===== src/rtl/ms_pic165x_pkg.sv =====
// Shared definitions for the ms_pic165x boot/load controller.
// Holds the loader state encoding, the error-code values reported on err_code,
// the NOP instruction fed to the core while it is held in reset, and a helper
// that says whether a state is inside a frame (CNT_LO .. CSUM).
package ms_pic165x_pkg;

    typedef enum logic [2:0] {
        ST_SYNC,
        ST_CNT_LO,
        ST_CNT_HI,
        ST_D_LO,
        ST_D_HI,
        ST_CSUM,
        ST_RUN,
        ST_ERROR
    } boot_state_t;

    localparam logic [1:0] ERR_NONE    = 2'd0;
    localparam logic [1:0] ERR_COUNT   = 2'd1;
    localparam logic [1:0] ERR_CSUM    = 2'd2;
    localparam logic [1:0] ERR_TIMEOUT = 2'd3;

    localparam logic [11:0] NOP = 12'h000;

    function automatic logic in_frame(input boot_state_t s);
        return (s == ST_CNT_LO) || (s == ST_CNT_HI) || (s == ST_D_LO) ||
               (s == ST_D_HI)   || (s == ST_CSUM);
    endfunction

endpackage


===== src/rtl/ms_boot_frame_fsm.sv =====
// Frame parser for the boot loader.
// Consumes the byte stream (SYNC, CNT_LO, CNT_HI, N x {LO, HI}, CSUM), keeps the
// running 8-bit checksum, watches the inter-byte idle time and produces one
// registered RAM write per received word.
// Ports:
//   clk, rst          clock, synchronous active-high reset
//   rx_data/rx_valid  incoming byte; accepted whenever the loader is not running
//   boot_req          abort / reload request
//   state             current loader state
//   err_code          reason for the last failed load (0 when none)
//   wr_en/wr_addr/wr_data  one-cycle RAM write, issued the cycle after a HI byte
module ms_boot_frame_fsm
    import ms_pic165x_pkg::*;
#(
    parameter int         AW          = 10,
    parameter logic [7:0] SYNC_BYTE   = 8'hA5,
    parameter int         TIMEOUT_CYC = 65535
) (
    input  logic          clk,
    input  logic          rst,
    input  logic [7:0]    rx_data,
    input  logic          rx_valid,
    input  logic          boot_req,
    output boot_state_t   state,
    output logic [1:0]    err_code,
    output logic          wr_en,
    output logic [AW-1:0] wr_addr,
    output logic [11:0]   wr_data
);

    localparam int TW = $clog2(TIMEOUT_CYC + 1);
    // The counter holds TIMEOUT_CYC-1 on the last idle cycle that is still legal.
    localparam logic [TW-1:0] IDLE_LAST = TW'(TIMEOUT_CYC - 1);
    localparam logic [16:0]   MAX_WORDS = 17'(2 ** AW);

    boot_state_t   state_reg, state_next;
    logic [7:0]    cnt_lo_reg, cnt_lo_next;
    logic [AW:0]   n_reg, n_next;
    logic [AW:0]   idx_reg, idx_next;
    logic [7:0]    lo_reg, lo_next;
    logic [7:0]    sum_reg, sum_next;
    logic [TW-1:0] idle_reg, idle_next;
    logic [1:0]    err_code_reg, err_code_next;
    logic          we_reg, we_next;
    logic [AW-1:0] addr_reg, addr_next;
    logic [11:0]   wdata_reg, wdata_next;

    logic          accept;
    logic          framing;
    logic [7:0]    sum_add;
    logic [AW:0]   idx_inc;
    logic [15:0]   count;

    assign accept  = rx_valid && (state_reg != ST_RUN);
    assign framing = in_frame(state_reg);
    assign sum_add = sum_reg + rx_data;
    assign idx_inc = idx_reg + 1'b1;
    assign count   = {rx_data, cnt_lo_reg};

    always_ff @(posedge clk) begin
        if (rst) begin
            state_reg    <= ST_SYNC;
            cnt_lo_reg   <= '0;
            n_reg        <= '0;
            idx_reg      <= '0;
            lo_reg       <= '0;
            sum_reg      <= '0;
            idle_reg     <= '0;
            err_code_reg <= ERR_NONE;
            we_reg       <= 1'b0;
            addr_reg     <= '0;
            wdata_reg    <= '0;
        end else begin
            state_reg    <= state_next;
            cnt_lo_reg   <= cnt_lo_next;
            n_reg        <= n_next;
            idx_reg      <= idx_next;
            lo_reg       <= lo_next;
            sum_reg      <= sum_next;
            idle_reg     <= idle_next;
            err_code_reg <= err_code_next;
            we_reg       <= we_next;
            addr_reg     <= addr_next;
            wdata_reg    <= wdata_next;
        end
    end

    always_comb begin
        state_next    = state_reg;
        cnt_lo_next   = cnt_lo_reg;
        n_next        = n_reg;
        idx_next      = idx_reg;
        lo_next       = lo_reg;
        sum_next      = sum_reg;
        idle_next     = '0;
        err_code_next = err_code_reg;
        we_next       = 1'b0;
        addr_next     = addr_reg;
        wdata_next    = wdata_reg;

        if (framing) begin
            idle_next = accept ? '0 : idle_reg + 1'b1;
            if (accept) begin
                sum_next = sum_add;
            end
        end

        case (state_reg)
            ST_SYNC, ST_ERROR: begin
                if (accept && rx_data == SYNC_BYTE) begin
                    state_next    = ST_CNT_LO;
                    sum_next      = '0;
                    err_code_next = ERR_NONE;
                end
            end
            ST_CNT_LO: begin
                if (accept) begin
                    cnt_lo_next = rx_data;
                    state_next  = ST_CNT_HI;
                end
            end
            ST_CNT_HI: begin
                if (accept) begin
                    if (count == 16'd0 || {1'b0, count} > MAX_WORDS) begin
                        state_next    = ST_ERROR;
                        err_code_next = ERR_COUNT;
                    end else begin
                        n_next     = count[AW:0];
                        idx_next   = '0;
                        state_next = ST_D_LO;
                    end
                end
            end
            ST_D_LO: begin
                if (accept) begin
                    lo_next    = rx_data;
                    state_next = ST_D_HI;
                end
            end
            ST_D_HI: begin
                if (accept) begin
                    // idx_reg < n_reg <= 2**AW here, so the low AW bits never wrap.
                    we_next    = 1'b1;
                    addr_next  = idx_reg[AW-1:0];
                    wdata_next = {rx_data[3:0], lo_reg};
                    idx_next   = idx_inc;
                    state_next = (idx_inc == n_reg) ? ST_CSUM : ST_D_LO;
                end
            end
            ST_CSUM: begin
                if (accept) begin
                    if (sum_add == 8'h00) begin
                        state_next = ST_RUN;
                    end else begin
                        state_next    = ST_ERROR;
                        err_code_next = ERR_CSUM;
                    end
                end
            end
            ST_RUN: begin
            end
            default: begin
                state_next = ST_SYNC;
            end
        endcase

        // A byte arriving on the deadline cycle still counts as in time.
        if (framing && !accept && idle_reg == IDLE_LAST) begin
            state_next    = ST_ERROR;
            err_code_next = ERR_TIMEOUT;
            idle_next     = '0;
        end

        // Reload / abort wins over everything else; a write decided this cycle is dropped.
        if (boot_req && state_reg != ST_SYNC) begin
            state_next    = ST_SYNC;
            err_code_next = ERR_NONE;
            we_next       = 1'b0;
            idle_next     = '0;
        end
    end

    assign state    = state_reg;
    assign err_code = err_code_reg;
    assign wr_en    = we_reg;
    assign wr_addr  = addr_reg;
    assign wr_data  = wdata_reg;

endmodule


===== src/rtl/ms_pic165x_boot_ctrl.sv =====
// Boot/load controller for the ms_pic165x core.
// Loads a framed program image from a UART byte stream into the instruction RAM,
// holds the core in reset until the checksum verifies, then hands the RAM read
// port to the core fetch path (zero-latency, RAM read is asynchronous).
// Ports:
//   clk, rst                    clock, synchronous active-high reset
//   rx_data/rx_valid/rx_ready   byte stream from the UART receiver
//   boot_req                    single-cycle reload request
//   pc/instr                    core fetch address and returned instruction
//   core_rst_n                  core reset, active-low
//   mem_addr/mem_wdata/mem_we/mem_rdata  instruction RAM port
//   busy/done/err/err_code      loader status
module ms_pic165x_boot_ctrl
    import ms_pic165x_pkg::*;
#(
    parameter int         AW          = 10,
    parameter logic [7:0] SYNC_BYTE   = 8'hA5,
    parameter int         TIMEOUT_CYC = 65535
) (
    input  logic          clk,
    input  logic          rst,
    input  logic [7:0]    rx_data,
    input  logic          rx_valid,
    output logic          rx_ready,
    input  logic          boot_req,
    input  logic [AW-1:0] pc,
    output logic [11:0]   instr,
    output logic          core_rst_n,
    output logic [AW-1:0] mem_addr,
    output logic [11:0]   mem_wdata,
    output logic          mem_we,
    input  logic [11:0]   mem_rdata,
    output logic          busy,
    output logic          done,
    output logic          err,
    output logic [1:0]    err_code
);

    boot_state_t   state;
    logic [1:0]    code;
    logic          wr_en;
    logic [AW-1:0] wr_addr;
    logic [11:0]   wr_data;
    logic          run;

    ms_boot_frame_fsm #(
        .AW          (AW),
        .SYNC_BYTE   (SYNC_BYTE),
        .TIMEOUT_CYC (TIMEOUT_CYC)
    ) u_frame_fsm (
        .clk      (clk),
        .rst      (rst),
        .rx_data  (rx_data),
        .rx_valid (rx_valid),
        .boot_req (boot_req),
        .state    (state),
        .err_code (code),
        .wr_en    (wr_en),
        .wr_addr  (wr_addr),
        .wr_data  (wr_data)
    );

    assign run = (state == ST_RUN);

    // The core owns the RAM address only while running; otherwise the loader does.
    assign mem_addr   = run ? pc : wr_addr;
    assign instr      = run ? mem_rdata : NOP;
    assign mem_wdata  = wr_data;
    assign mem_we     = wr_en && !run;
    assign core_rst_n = run;
    assign done       = run;
    assign rx_ready   = !run;
    assign busy       = in_frame(state);
    assign err        = (state == ST_ERROR);
    assign err_code   = code;

endmodule


===== config.mk =====
export PLATFORM = sky130hd
export DESIGN_NAME = ms_pic165x_boot_ctrl
export DESIGN_NICKNAME = d
export VERILOG_FILES = /design/src/rtl/ms_pic165x_pkg.sv /design/src/rtl/ms_boot_frame_fsm.sv /design/src/rtl/ms_pic165x_boot_ctrl.sv
export SDC_FILE = /design/constraint.sdc
export NUM_CORES = 1
export LEC_CHECK = 0
export CORE_ASPECT_RATIO = 0.5
export CORE_MARGIN = 3
export CORE_UTILIZATION = 58
export CTS_CLUSTER_SIZE = 20
export DETAILED_ROUTE_END_ITERATION = 12
export HOLD_SLACK_MARGIN = 0.1
export MAX_ROUTING_LAYER = met4
export PLACE_DENSITY = 0.94
export REMOVE_ABC_BUFFERS = 1
export SETUP_SLACK_MARGIN = 0.05
export SLEW_MARGIN = 10
export SYNTH_ARGS = -nofsm -noshare
export SYNTH_HDL_FRONTEND = slang
export SYNTH_SLANG_ARGS = --single-unit
export TNS_END_PERCENT = 20

===== constraint.sdc =====
create_clock -name clk -period 5.6 [get_ports clk]
set_input_delay 1.12 -clock clk [delete_from_list [all_inputs] [get_ports clk]]
set_output_delay 1.12 -clock clk [all_outputs]
set_load 0.02 [all_outputs]

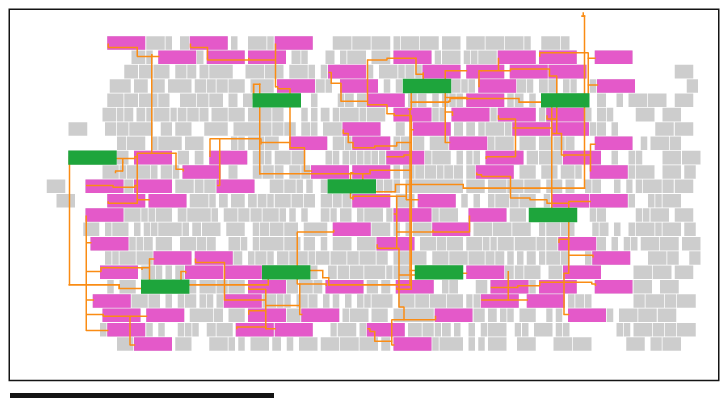
Run 1: clock network drawn from the DEF
Bar = 50 um.
clock wires -> orange  # length 1,090 um
clock drivers -> green  # count 9
flip-flops -> magenta  # count 90
routed clock nets = 10
flops lie = widely spread
clock-net power: 0.607 mW
Clock Latency Late Sink: 0.36 ns
clock skew after layout: 0.009912 ns
relative contribution of the clock network to total power: 37.3%

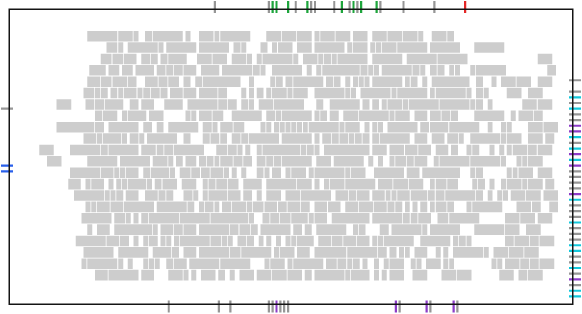
Run 1: pin placement
Pins as bars across the die edge, other pins in grey.
instr -> cyan  # pins 12, direction output, edge east
mem_addr -> purple  # pins 10, direction output, edge 6 east, 4 south
rx_data -> green  # pins 8, direction input, edge north
clk -> red  # pins 1, direction input, edge north
err_code -> blue  # pins 2, direction output, edge west

==> notes.org, run 1 <==
#+TITLE: Flow metrics

** Logic synthesis
- Of the total synthesized cell area, the portion taken by XOR and XNOR cells is under 10%.
- Area share of and/or/nand/nor cells after synthesis :: 29.05%
- Count leader, synth :: sky130_fd_sc_hd__nand2_1
- In this run, synthesis produced a sequential element count of 90.
- During synthesis, Yosys emitted a total of 0 warnings.
- Top logic cell family in the synthesized netlist :: simple AND/OR/NAND/NOR gates
- The number of cells reported by Yosys stat comes to about 600.
- A synthesized cell averages between 7 and 8 um2.
- Post-synth ARST share :: 0%
- Adder-cell share of the synthesized area :: about 3.3%
- Main flop type :: sky130_fd_sc_hd__dfxtp_1
- The synthesized netlist devotes approximately 15% of its cell area to compound gates.
- In the post-synthesis netlist, the biggest area contributors are sky130_fd_sc_hd__dfxtp_1 38%, sky130_fd_sc_hd__nand2_1 11%, sky130_fd_sc_hd__a21oi_1 5.3%.
- The area recorded from the Yosys report for this design is 4777 um2.
- Yosys mapped a number of flops with a built-in enable equal to 0.
- Gate count of the mapped netlist :: ~600
- Summing every instance area after synthesis gives 4777 um2.
- Distinct lib cells used :: 64
- Synth area leader :: sky130_fd_sc_hd__dfxtp_1
- For reference, the mux area share after synthesis is around 4.6%.
- Post-synthesis sequential area ratio :: roughly 38%
- In the synthesized netlist, the cells that appear most often are 134 x sky130_fd_sc_hd__nand2_1, 90 x sky130_fd_sc_hd__dfxtp_1, 58 x sky130_fd_sc_hd__nor2_1.
- Portion of synthesized cell area occupied by the leading cell type :: a little under two fifths

** Layout
- Highest-count cells in the layout ignoring fill and taps :: 134 x sky130_fd_sc_hd__nand2_1, 90 x sky130_fd_sc_hd__dfxtp_1, 74 x sky130_fd_sc_hd__clkdlybuf4s50_1
- The number of multi-input combinational cells in the layout is 466.
- CLK BUF :: 9
- Number of non-clock inverters :: 8
- Clock-cell share :: 5.073%
- Multi-input gates account for about 48% of the area.
- The design has ~90 sequential cells.
- Fraction of layout instances using a drive strength above 1 :: under 10%
- The final antenna diode tally reported by the flow is 0.
- Net count, final :: 699
- After layout the signal buffers, clock cells excluded, come to between 10% and 20% of cell area.
- Number of signal-net buffers in the layout :: between 70 and 80
- Counting only logic cells after layout, the most numerous master is sky130_fd_sc_hd__nand2_1.
- Top class by area :: combinational gates
- The layout stage reports a final design area of 5772 um2.
- Non-filler cells, final :: between 700 and 800
- The register with the most flip-flops in the layout has 16 of them.
- Per the layout area report, the combinational gate area comes to around 2700 um2.
- The filler cells instantiated in the layout total ~530.

** Die
- Measured along the x axis, the die boundary spans 134.3 um.
- Floorplan utilization :: between 60 and 70%
- After floorplanning, the core was sized to cover 7652 um2.
- Total number of tap cells :: approximately 110
- Vert. Die Dim :: 70.18 um
- Number of rows in the core area :: 22
- Area of the die :: roughly 9400 um2
- For this design the top-level I/O count stands at 76.

** Worst setup path
- Along the critical path, the tally of buffer and inverter instances is 3.
- Max incr delay on CP :: just over 0.6 ns
- In this design, the critical path's most frequently occurring cell is sky130_fd_sc_hd__inv_1.
- Required time of the critical path :: around 4.5 ns
- STA lists the endpoint of the worst register-to-register path as u_frame_fsm.n_reg[8]$_SDFFE_PP0P_.
- Critical path depth in cells :: 6
- Kind of end point of the critical path :: primary output
- Type of the setup path with the least slack :: reg -> out
- Traced cell by cell, the critical path runs through inv_1, nor2_1, nand2_1, inv_1, and2_1, clkdlybuf4s50_1.
- Beginning of the worst register-to-register path :: u_frame_fsm.cnt_lo_reg[4]$_SDFFE_PP0P_
- STA puts the critical path data arrival time at approximately 3.2 ns.
- Maximum net fanout on the critical path :: 25
- Following the worst setup path forward leads to its endpoint at instr[7].
- R2r worst-path depth :: 6
- Tracing the worst setup path back leads to its startpoint at u_frame_fsm.state[1]$_SDFFE_PP0P_.
- Family of cells with the greatest summed delay on the critical path :: buffers and inverters
- The largest individual stage delay along the critical path comes from the cell sky130_fd_sc_hd__inv_1.
- The worst setup path is launched from a register.
- The setup check on the worst reg-to-reg path leaves a slack of approximately 3.2 ns.

** CTS
- Clock transition at the registers of the reported paths :: approximately 0.06 ns
- Count of H-tree levels built during CTS :: 3
- The report lists the number of cells resized after CTS as 0.
- Clock tree from TritonCTS :: done
- The cell sitting at the root of the clock tree is a sky130_fd_sc_hd__clkbuf_16.
- Clk sinks :: 90
- In this run, post-CTS hold repair placed 0 buffers.
- Post-CTS Setup Repair Bufs :: 0
- The number of clock buffers added by TritonCTS is 9.
- Maximum buffer depth of the clock tree :: 2

** Routing
- Detailed routing inserted a total of about 4,500 vias.
- In the log, the iteration count for the first detailed-route pass is 5.
- Metal-1 WL :: just over 5000 um
- The script logs the ratio of routed vias to standard cells as a little under 6.
- Count of routing violations after the opening detailed-route iteration :: 595
- Highest routing layer actually used :: met4
- Met2 WL post-DR :: slightly below 6000 um
- Drt drc :: 0
- Antenna violation net count after detailed routing :: 0
- Met3 wire length :: 909 um
- Routed WL :: ~12,000 um
- Routed wirelength normalized by instance count :: around 16 um

** Hold path
- In the hold report, the worst path ends at u_frame_fsm.wr_addr[5]$_SDFFE_PP0P_.
- Checking hold timing, the worst path is listed with class reg -> reg.
- Startpoint of the worst hold path :: u_frame_fsm.wr_addr[5]$_SDFFE_PP0P_
- Hold path depth :: 2

** Run
- The number of maximum-capacitance violations recorded for the run is 0.
- Tally of OpenROAD warnings :: 26

** Timing
- Final critical delay including setup and external delays :: around 4.3 ns
- Final setup violation count :: 0
- Slew at the pin closest to its max-slew limit :: around 0.7 ns
- Hold Violations, Final :: 0
- Across all setup checks in the final design, the least slack found is 1.331 ns.
- RSZ-0062 raised after global routing :: false
- Tcrit/Tclk final :: between 70% and 80%
- Max-slew headroom :: ~52%
- Across all hold checks on the routed design, the worst slack comes to 0.4532 ns.
- The final layout reports a setup TNS of 0 ns.
- Counting pins that exceed their max-slew limit in the final report gives 0.
- Maximum frequency from static timing analysis :: roughly 230 MHz

** Power and ir drop
- P_leak :: 2.146 nW
- Power, Total :: between 1.5 and 2 mW
- Cell internal power was estimated by the tool at roughly 1.1 mW.
- Largest vdd supply drop :: 0.2427 mV
- Power spent charging and discharging nets :: 0.4844 mW
- Of the total power, the share spent switching nets is 29.78%.
- Combinational logic is responsible for between 10% and 20% of the overall power.
- The flow reports power dissipated in combinational cells as between 0.3 and 0.4 mW.
- Ranked by power, first place goes to sequential cells.
- Fraction of power consumed by sequential logic :: a little over two fifths
- Total power normalized to cell area comes to approximately 280 nW/um2.
- Seq group :: a little under 0.7 mW

** Placement
- RD Place Congestion :: between 0.9 and 1
- Worst setup slack before clock tree synthesis :: approximately 1.7 ns
- Placed standard-cell area :: around 5500 um2
- After legalization and detailed placement, the total HPWL measured just over 8000 um.
- The count of buffers added on input and output ports is between 70 and 80.
- Placed Cells incl. Taps :: 750

** GRT
- Fraction of met2 tracks used by global routing :: between 40% and 50%
- Entering global routing, the biggest net connects approximately 65 pins.
- Global routing usage summed across all routing layers :: between 20 and 30%
- Total grt overflow :: 0
- Global routing used between 30% and 40% of the available met1 tracks.
- Routing resource usage on met3 recorded by global route was about 8%.
- Layer with the highest usage :: met2
- Wire length of the first global-routing pass :: 20,180 um
- Initial antenna violation count :: 0
- The number of global-route vias before repair was around 4,300.

** Status
- Run status :: completed
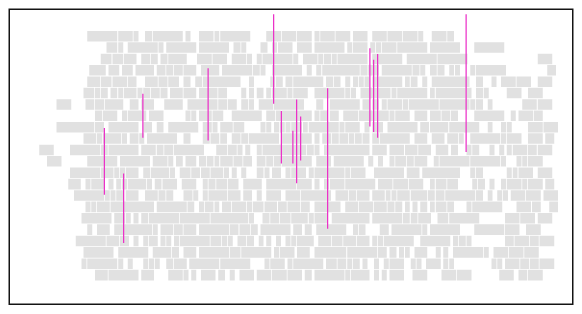
Run 1: metal 4
Cells faint in the background.
share of all routed wire = 2.1%
main direction = vertical
nets with wire on the layer = 13
wire length on this layer = 251 um

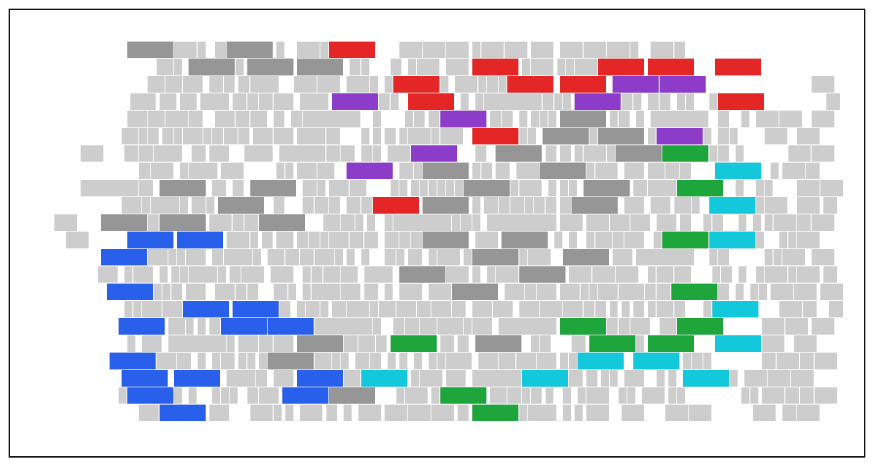
Run 1: register map, names as in the netlist
u_frame_fsm.wr_data -> red  # placed flops 12
u_frame_fsm.wr_addr -> cyan  # placed flops 10
u_frame_fsm.idx_reg -> green  # placed flops 11
u_frame_fsm.lo_reg -> purple  # placed flops 8
u_frame_fsm.idle_reg -> blue  # placed flops 16
not coloured = 33
sequential standard cell area: 1802 um2
final core occ: 75.43%
flop share of the area: 31.22%

==> run 1 -> run 2 <==
Settings changed: CORE_UTILIZATION 58 to 49, PLACE_DENSITY 0.94 to 0.86.
Clock period 5.6 ns to 3.61 ns, I/O delays scaled along.
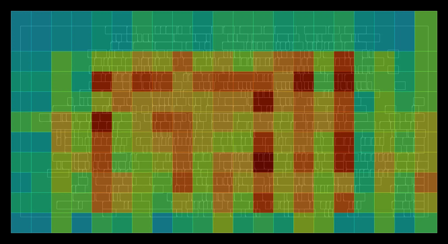
Run 2: routing congestion map
routed wirelength normalized by instance count: 14.43 um
global routing usage summed across all routing layers: 21.77%
met3 usage: 5.288%

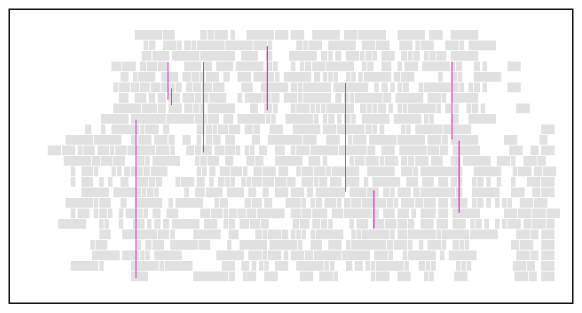
Run 2: metal 4
Cells faint in the background.
longest straight run = 40.8 um
wire length on this layer = 169 um

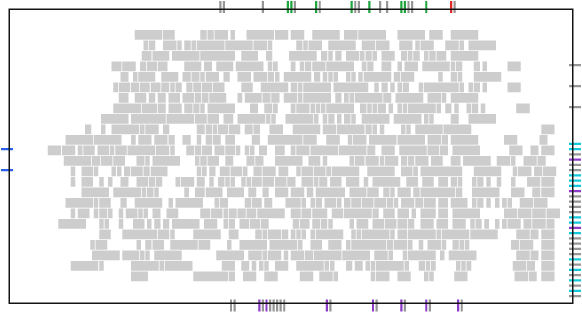
Run 2: pin placement
Pins as bars across the die edge, other pins in grey.
err_code -> blue  # pins 2, direction output, edge west
instr -> cyan  # pins 12, direction output, edge east
mem_addr -> purple  # pins 10, direction output, edge 7 south, 3 east
clk -> red  # pins 1, direction input, edge north
rx_data -> green  # pins 8, direction input, edge north
all pins by edge = 33 east, 21 north, 20 south, 2 west

==> notes.org, run 2 <==
#+TITLE: Flow metrics

** Power and ir drop
- The relative contribution of sequential cells to total power was 41.2% (-1.6 points).
- The highest ir drop seen on vdd was 0.2782 mV (+15%).
- Power spent charging and discharging nets :: 0.7608 mW (+57%)
- Clock-net power :: 0.956 mW (+57%)
- The static leakage power is 2.196 nW (+2.4%).
- Largest power group :: sequential cells
- Switch share :: 29.68% (-0.096 points)
- The clock network fraction of design power came to 37.3% (about the same).
- The sum of internal, switching and leakage power is 2.563 mW (+58%).
- The internal power summed over all cells was 1.802 mW (+58%).
- The power attributed to combinational cells was 0.552 mW (+71%).
- The power density normalized to cell area was 436.2 nW/um2 (+55%).
- The sequential-cell power consumption is 1.05 mW (+51%).

** Logic synthesis
- Count leader, synth :: sky130_fd_sc_hd__nand2_1
- Distinct lib cells used :: 64 (unchanged)
- Adder-cell share of the synthesized area :: 3.300% (unchanged)
- The post-synth tally of flip-flops with integrated enable was 0 (unchanged).
- The register share after synthesis was 37.72% (unchanged).
- The share of synthesized registers carrying an async set or reset was 0% (unchanged).
- The flip-flop and latch count after synthesis came to 90 (unchanged).
- The xor/xnor cell area share of the yosys netlist was 5.867% (unchanged).
- Top logic cell family in the synthesized netlist :: simple AND/OR/NAND/NOR gates
- The synthesis report names the predominant flop master as sky130_fd_sc_hd__dfxtp_1.
- Syn Area/Cell :: 7.988 um2 (unchanged)
- sky130_fd_sc_hd__dfxtp_1 takes more of the synthesized area than any other cell.
- The synthesis area per yosys was 4777 um2 (unchanged).
- Cell area leaders :: sky130_fd_sc_hd__dfxtp_1 38%, sky130_fd_sc_hd__nand2_1 11%, sky130_fd_sc_hd__a21oi_1 5.3%
- The warning count from the yosys run was 0 (unchanged).
- Netlist area before placement :: 4777 um2 (unchanged)
- Number of cells in the yosys synthesis report :: 598 (unchanged)
- The gate count of the mapped netlist came to 598 (unchanged).

** Timing
- Worst hold slack :: 0.4519 ns (-0.001310 ns)
- RSZ-0062 raised after global routing :: false
- Static timing analysis puts the maximum clock frequency at ~310 MHz.
- Setup TNS :: 0 ns (unchanged)
- The slew of the pin with the lowest slew margin is 0.6717 ns (-0.04591 ns).
- The final worst setup slack came to 0.4112 ns (-0.9193 ns).
- Hold Violations, Final :: 0 (unchanged)
- The max-slew headroom at the worst pin came to 55.13% (+3.2 points).
- Final setup violation count :: 0 (unchanged)
- Pins over their slew limit :: 0 (unchanged)
- The setup clock skew after layout came to 0.008185 ns (-0.001727 ns).
- Final critical delay including setup and external delays :: 3.199 ns
- Tcrit/Tclk final :: ~90%

** CTS
- The setup fix buffers added after clock tree synthesis is 0 (unchanged).
- The number of clock sinks seen by CTS was 90 (unchanged).
- Clock Latency Late Sink :: 0.35 ns (about the same)
- Clock tree from TritonCTS :: done
- The count of hold-fix buffers inserted at cts is 0 (unchanged).
- The clock transition at the registers of the reported paths came to 0.07 ns (about the same).
- Count of H-tree levels built during CTS :: 3 (unchanged)
- Maximum buffer depth of the clock tree :: 2 (unchanged)
- The quantity of gates resized following cts is 0 (unchanged).
- The TritonCTS buffer count is 9 (unchanged).
- The tree is rooted in a sky130_fd_sc_hd__clkbuf_16.

** Routing
- The final routed wirelength across all metal layers came to 11,500 um (-5.5%).
- Drt drc :: 0 (unchanged)
- Count of routing violations after the opening detailed-route iteration :: 418 (-30%)
- Metal-1 WL :: 5128 um (+0.21%)
- The wire length on met2 came to 5458 um (-7.5%).
- The total met3 wirelength after detailed routing is 746 um (-18%).
- The routed via count came to 4,380 (-2.9%).
- Signal routing reaches up to met4.
- The remaining number of nets flagged by the antenna check after routing was 0 (unchanged).

** Worst setup path
- Worst setup slack for register-to-register paths :: 1.22 ns (-1.97 ns)
- Buffer and inverter count on the worst path :: 3 (unchanged)
- End of the worst register-to-register path :: u_frame_fsm.err_code[1]$_SDFFE_PP0P_
- The worst setup path is of the reg -> out kind.
- STA classifies the critical path endpoint as a primary output.
- Most frequent CP cell :: sky130_fd_sc_hd__inv_1
- Maximum net fanout on the critical path :: 25 (unchanged)
- Setup crit end :: instr[0]
- Critical Path Slowest Stage Cell :: sky130_fd_sc_hd__clkdlybuf4s50_1
- The worst path required time came to 2.89 ns (-1.59 ns).
- Critical Path Start Type :: register
- Critical path depth in cells :: 6 (unchanged)
- Beginning of the worst register-to-register path :: u_frame_fsm.sum_reg[0]$_SDFF_PP0_
- Among cell families on the critical path, the largest total delay comes from buffers and inverters.
- The delay of the slowest critical-path stage was 0.60 ns (about the same).

** Layout
- Antenna diodes :: 0 (unchanged)
- The flip-flop count of the largest register after layout came to 16 (unchanged).
- The multi-input combinational cell count came to 466 (unchanged).
- Registers :: 90 (unchanged)
- Net count, final :: 708 (+1.3%)
- The clock network area share was 5.132% (+0.059 points).
- Layout non-clock buf frac :: 14.22% (+0.91 points)
- Number of non-clock inverters :: 8 (unchanged)
- The final standard cell utilization of the core came to 64.58% (-11 points).
- Sequential standard cell area :: 1802 um2 (unchanged)
- The flop share of the area is 30.66% (-0.55 points).
- The number of buffers outside the clock class in the layout is 87 (+12%).
- The number of clock buffer instances in the layout came to 10 (+1).
- The number of filler instances in the final layout came to 758 (+44%).
- The combinational share of cell area came to 46.70% (-0.84 points).
- The proportion of layout cells with a drive suffix above 1 came to 6.897% (+1.3 points).
- Highest-count cells in the layout ignoring fill and taps :: 134 x sky130_fd_sc_hd__nand2_1, 90 x sky130_fd_sc_hd__dfxtp_1, 74 x sky130_fd_sc_hd__clkdlybuf4s50_1
- Among logic cells in the layout, the one with the most instances is sky130_fd_sc_hd__nand2_1.

** Run
- The number of OpenROAD warnings is 26 (unchanged).
- Max Cap Violations :: 0 (unchanged)

** Placement
- Worst setup slack before clock tree synthesis :: 0.2996 ns (-1.399 ns)
- Placed Cells incl. Taps :: 781 (+4.1%)
- Post-DP HPWL :: 8173 um (+1.3%)
- The cell area after placement was 5574 um2 (+1.7%).
- Quantity of I/O buffers inserted on ports :: 75 (unchanged)

** Hold path
- The endpoint of the worst hold path is reported as u_frame_fsm.wr_data[1]$_SDFFE_PP0P_.
- Hold path depth :: 2 (unchanged)
- Startpoint of the worst hold path :: u_frame_fsm.lo_reg[1]$_SDFFE_PP0P_

** Die
- Number of rows in the core area :: 24 (+9.1%)
- The core area is 9099 um2 (+19%).
- The floorplan die area was 11,040 um2 (+17%).
- The vertical die dimension is 75.82 um (+8.0%).
- Die span in x :: 145.6 um (+8.4%)

** Status
- The flow ran to the end, and the final reports show no timing, DRC or antenna violations.

** GRT
- The met1 usage is 26.07% (-5.3 points).
- met2 is the most crowded layer.
- The wire length of the first global-routing pass is 19,010 um (-5.8%).
- The met2 track demand over resource was 37.29% (-7.9 points).
==> run 2 -> run 3 <==
Settings changed: CORE_UTILIZATION 49 to 58, PLACE_DENSITY 0.86 to 0.94, SETUP_SLACK_MARGIN 0.05 to 0.1.
Clock period 3.61 ns to 3.9 ns, I/O delays scaled along.
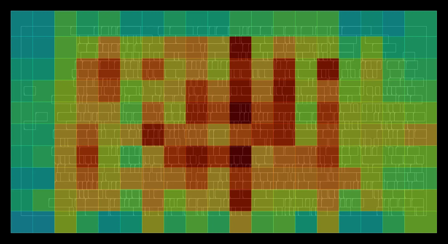
Run 3: routing congestion map
final core occ: 76.23%
met3 usage: 8.417%
global routing usage summed across all routing layers: 27.24%
layer with the highest usage: met2

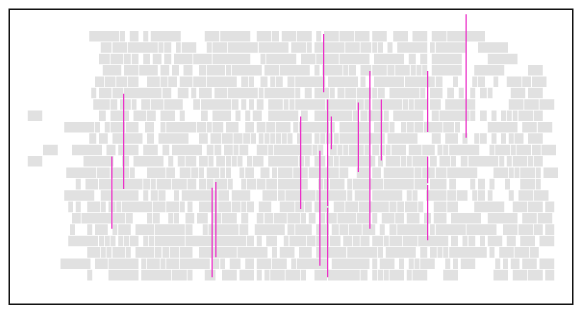
Run 3: metal 4
Cells faint in the background.
wire length on this layer = 320 um
longest straight run = 37.4 um
share of all routed wire = 2.6%
main direction = vertical
Routed WL: 12,430 um
DR vias: 4,566

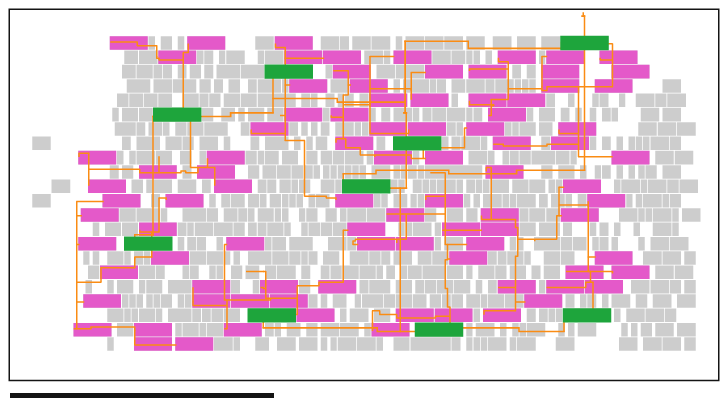
Run 3: clock network drawn from the DEF
Bar = 50 um.
clock drivers -> green  # count 9
flip-flops -> magenta  # count 90
clock wires -> orange  # length 1,080 um
flops lie = widely spread
Clock Latency Late Sink: 0.35 ns
clock skew after layout: 0.007383 ns

==> notes.org, run 3 <==
#+TITLE: Flow metrics

** Routing
- The routed length on met1 was 5218 um (+1.8%).
- Met2 WL post-DR :: 5752 um (+5.4%)
- Antenna violation net count after detailed routing :: 0 (unchanged)
- The number of design rule violations left after detail routing is 0 (unchanged).
- Routed wirelength normalized by instance count :: 16.12 um (+12%)
- Met3 wire length :: 1137 um (+52%)

** Layout
- Antenna diodes :: 0 (unchanged)
- The share of final layout cell area taken by non-clock buffers was 13.81% (-0.41 points).
- The multi-input combinational cell count is 466 (unchanged).
- Leaving out fill and tap cells, the most frequent cell in the layout is sky130_fd_sc_hd__nand2_1.
- Combinational fraction of the cell area :: 47.04% (+0.34 points)
- The number of filler instances in the final layout was 516 (-32%).
- The non-clock inverter count in the final layout was 8 (unchanged).
- The proportion of layout cells with a drive suffix above 1 is 6.637% (-0.26 points).
- The layout net count is 704 (-0.56%).
- The number of clock buffer instances in the layout was 11 (+1).
- Flop share of the area :: 30.89% (+0.22 points)
- The clock network area share is 5.363% (+0.23 points).
- The area used by sequential logic in the layout was 1802 um2 (unchanged).
- The final sequential cell count came to 90 (unchanged).
- The flip-flop count of the largest register after layout was 16 (unchanged).

** Power and ir drop
- The static leakage power came to 2.174 nW (-1.0%).
- The clock network fraction of design power came to 38.1% (+0.8 points).
- The power density normalized to cell area came to 407.0 nW/um2 (-6.7%).
- Fraction of power consumed by sequential logic :: 42.1% (+0.9 points)
- Switch share :: 29.20% (-0.49 points)
- The internal power summed over all cells is 1.681 mW (-6.7%).
- Largest vdd supply drop :: 0.2646 mV (-4.9%)
- Seq group :: 1.00 mW (-5%)
- Largest power group :: sequential cells

** Logic synthesis
- The warning count from the yosys run was 0 (unchanged).
- Netlist area before placement :: 4777 um2 (unchanged)
- The share of synthesized registers carrying an async set or reset was 0% (unchanged).
- The post-synth tally of flip-flops with integrated enable came to 0 (unchanged).
- The arithmetic-cell share of the synthesized area counting full adders, half adders and majority gates is 3.300% (unchanged).
- The register share after synthesis came to 37.72% (unchanged).
- Synth area leader :: sky130_fd_sc_hd__dfxtp_1
- Count leader, synth :: sky130_fd_sc_hd__nand2_1
- The synthesized area per cell is 7.988 um2 (unchanged).
- Gate count of the mapped netlist :: 598 (unchanged)
- The synthesis report names the predominant flop master as sky130_fd_sc_hd__dfxtp_1.
- Top logic cell family in the synthesized netlist :: simple AND/OR/NAND/NOR gates
- Sorting the synthesized cells by area gives the leading types as sky130_fd_sc_hd__dfxtp_1 38%, sky130_fd_sc_hd__nand2_1 11%, sky130_fd_sc_hd__a21oi_1 5.3%.
- Number of cells in the yosys synthesis report :: 598 (unchanged)
- The flip-flop and latch count after synthesis was 90 (unchanged).

** Hold path
- The count of cells along the worst hold path came to 2 (unchanged).
- Startpoint of the worst hold path :: u_frame_fsm.wr_addr[5]$_SDFFE_PP0P_

** Worst setup path
- Critical path depth in cells :: 6 (unchanged)
- For reference, the critical path is captured by instr[1].
- STA classifies the critical path endpoint as a primary output.
- Worst setup slack for register-to-register paths :: 1.47 ns (+0.25 ns)
- Buffer and inverter count on the worst path :: 3 (unchanged)
- Max incr delay on CP :: 0.60 ns (about the same)
- Beginning of the worst register-to-register path :: u_frame_fsm.cnt_lo_reg[3]$_SDFFE_PP0P_
- The worst path required time was 3.12 ns (+0.23 ns).
- Critical Path Slowest Stage Cell :: sky130_fd_sc_hd__clkdlybuf4s50_1
- Type of the setup path with the least slack :: reg -> out
- Maximum net fanout on the critical path :: 25 (unchanged)
- Grouping stages by cell kind, the critical path spends the most delay in buffers and inverters.
- STA classifies the critical path startpoint as a register.

** Timing
- Final setup violation count :: 0 (unchanged)
- The slew of the pin with the lowest slew margin was 0.7433 ns (+0.07156 ns).
- Tcrit/Tclk final :: ~88%
- The final total negative setup slack was 0 ns (unchanged).
- The final number of max-transition violations was 0 (unchanged).
- The final worst setup slack came to 0.4692 ns (+0.05805 ns).
- The final tally of hold violations is 0 (unchanged).
- Worst hold slack :: 0.4585 ns (+0.006624 ns)
- RSZ-0062 raised after global routing :: false

** CTS
- Number of clock buffers inserted by TritonCTS :: 9 (unchanged)
- Clock transition at the registers of the reported paths :: 0.07 ns (about the same)
- In this run the clock root is driven by a sky130_fd_sc_hd__clkbuf_16.
- TritonCTS built the clock tree.
- Hold-fix buffers, CTS :: 0 (unchanged)
- # resized after CTS :: 0 (unchanged)
- Count of H-tree levels built during CTS :: 3 (unchanged)

** GRT
- Wire length of the first global-routing pass :: 20,320 um (+6.9%)
- The met2 track demand over resource came to 42.38% (+5.1 points).
- Met1 Usage GRT :: 32.68% (+6.6 points)

** Run
- Tally of OpenROAD warnings :: 26 (unchanged)
- The tally of max-capacitance violations is 0 (unchanged).

** Die
- The core area is 7652 um2 (-16%).
- Die span in x :: 134.3 um (-7.8%)
- Area of the die :: 9428 um2 (-15%)
- Number of rows in the core area :: 22 (-8.3%)
- The vertical die dimension came to 70.18 um (-7.4%).

** Placement
- Placed Cells incl. Taps :: 755 (-3.3%)
- Post-DP HPWL :: 8255 um (+1.0%)
- Worst setup slack before clock tree synthesis :: 0.5791 ns (+0.2795 ns)
- Placed standard-cell area :: 5517 um2 (-1.0%)

** Status
- The run finished with clean final reports.
Power is estimated from default activity; no workload was simulated.
